==> config.mk <==
export PLATFORM = sky130hd
export DESIGN_NAME = sprite_plotter
export DESIGN_NICKNAME = d
export VERILOG_FILES = /design/src/rtl/sprite_plotter.sv
export SDC_FILE = /design/constraint.sdc
export NUM_CORES = 1
export LEC_CHECK = 0
export CAP_MARGIN = 20
export CORE_ASPECT_RATIO = 1.2
export CORE_MARGIN = 2
export CORE_UTILIZATION = 38
export DETAILED_ROUTE_END_ITERATION = 8
export GPL_ROUTABILITY_DRIVEN = 1
export MAX_ROUTING_LAYER = met4
export PLACE_DENSITY_LB_ADDON = 0.15
export SYNTH_ARGS = -nofsm -noshare
export SYNTH_HDL_FRONTEND = slang
export SYNTH_SLANG_ARGS = --single-unit
==> constraint.sdc <==
create_clock -name clock -period 12.1 [get_ports clock]
set_input_delay 2.42 -clock clock [delete_from_list [all_inputs] [get_ports clock]]
set_output_delay 2.42 -clock clock [all_outputs]
set_load 0.1 [all_outputs]
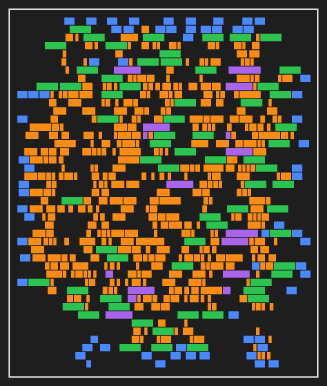
*Cell classes on the final placement*
Drawn at 3 px/um.
color	class	cells
purple	clock drivers and dummy loads	16
green	flip-flops	66
blue	other buffers and delay cells	66
orange	all other logic	422
Finished Cell Area: 5459 um^2
sequential cell area share: 24.20%
fin util: 47.64%
core area: 11460 um^2
num rows: 43

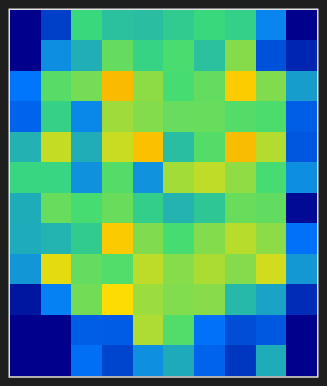
*Placement density heat map*
Drawn at 3 px/um. 10 x 12 tiles, from dark blue (low) to red (high), 0 to 100% covered.
fullest tile	79%
nearly empty tiles	7.5%
emptiest ninth of the die	lower left
tiles over 75% full	4.2%
mean over tiles	42%
Init Core Util: 38.51%

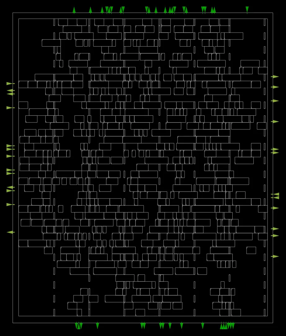
*Cell placement*
tap cells: 157
post-route insts no fill: 727

==> results_dict.tcl <==
# collected from the flow reports
set metrics [dict create \
    path_clk_slew_ns 0.06 \
    numPlacedInstances 711 \
    ys_sh_xor_pct 7.315 \
    met1Wirelength_mm 4.820 \
    power_leader "combinational logic" \
    finalHoldViolations 0 \
    power_density_nw_per_um2 275.4 \
    p_switching_uw 795.3 \
    cts_max_level 3 \
    warning_count 28 \
    first_pass_iters 4 \
    crit_fanout 1 \
    synth_area_leader_cell "dfxtp_1" \
    numSynthFlops 66 \
    boundaryPins 64 \
    flops 66 \
    finalSetupViolations 0 \
    port_buffers 63 \
    tightest_slew_ns 0.9807 \
    slew_headroom_pct 34.41 \
    yosys.area_share.aoi_pct 20.84 \
    inverters 17 \
    yosysChipArea_um2 4413 \
    clk_path_buf_depth 2 \
    topCellsByArea "dfxtp_1 30%, ha_1 14%, nor2_1 5.4%" \
    ys_seq_share_pct 29.94 \
    drt_iter0_drc 163 \
    worst_path_dominant_cell_family "buffers and inverters" \
    grt_start_max_net_pins 68 \
    final-clk-cell-share_pct 5.845 \
    grt.busiest_layer "met2" \
    power_leakage_nw 2.214 \
    synthMuxAreaShare_pct 3.176 \
    die_h_um 122.1 \
    hold-path-cell-count 2 \
    critPathRequiredTime_ns 9.68 \
    ir_drop_mv 0.1487 \
    grtUsageTotal_pct 18.66 \
    final_common_cell "dfxtp_1" \
    crit_path_top_delay_cell "clkdlybuf4s50_1" \
    p_int_uw 708.2 \
    lay_top_cells "66 x dfxtp_1, 63 x nor2_1, 62 x clkdlybuf4s50_1, 59 x nand2_1, 49 x ha_1" \
    synth_nets 595 \
    worst-path-stages 4 \
    r2r_slack_ns 7.03 \
    fill_cells 1094 \
    wl_met3_um 415 \
    p_total_mw 1.503 \
    drt.antenna.violating_nets 0 \
    synthCells 513 \
    cp_cell_sequence "clkdlybuf4s50_1, nand2_1, nand2_1, clkdlybuf4s50_1" \
    drive_above_1_share_pct 6.667 \
    use_met1_pct 23.47 \
    holdWs_ns 0.4594 \
    pwr-share-seq_pct 22.2 \
    status "finished, final reports clean" \
    adder_share_pct 18.26 \
    ys_async_sr_fraction_pct 0 \
    synth.top_cell.area_share_pct 29.94 \
    use_met3_pct 3.328 \
    cp-start-kind "primary input" \
    wl_mm 10.65 \
    met2_usage_pct 30.06 \
    hold_buffers 0 \
    p_clk_uw 282 \
    avgSynthCellArea_um2 8.602 \
    cts-root-buf "clkbuf_16" \
    cts_sinks 66 \
    pre_cts_ws_ns 5.543 \
    num-nonclk-buffers 66 \
    cp.buffers_inverters 2 \
    max_freq_ghz 0.1526 \
    grt_overflow 0 \
    arrival_ns 4.13 \
    grt_pass1_vias 3628 \
    cts_resized 0 \
    grt_pass1_wl_mm 17.61 \
    yosys.area_share.simple_pct 16.30 \
    vias 3766 \
    wire_per_inst_um 14.65 \
    rsz0062_at_grt "false" \
    ys.warnings.count 0 \
    setup_slack_ns 5.546 \
]
Power is estimated from default activity; no workload was simulated.
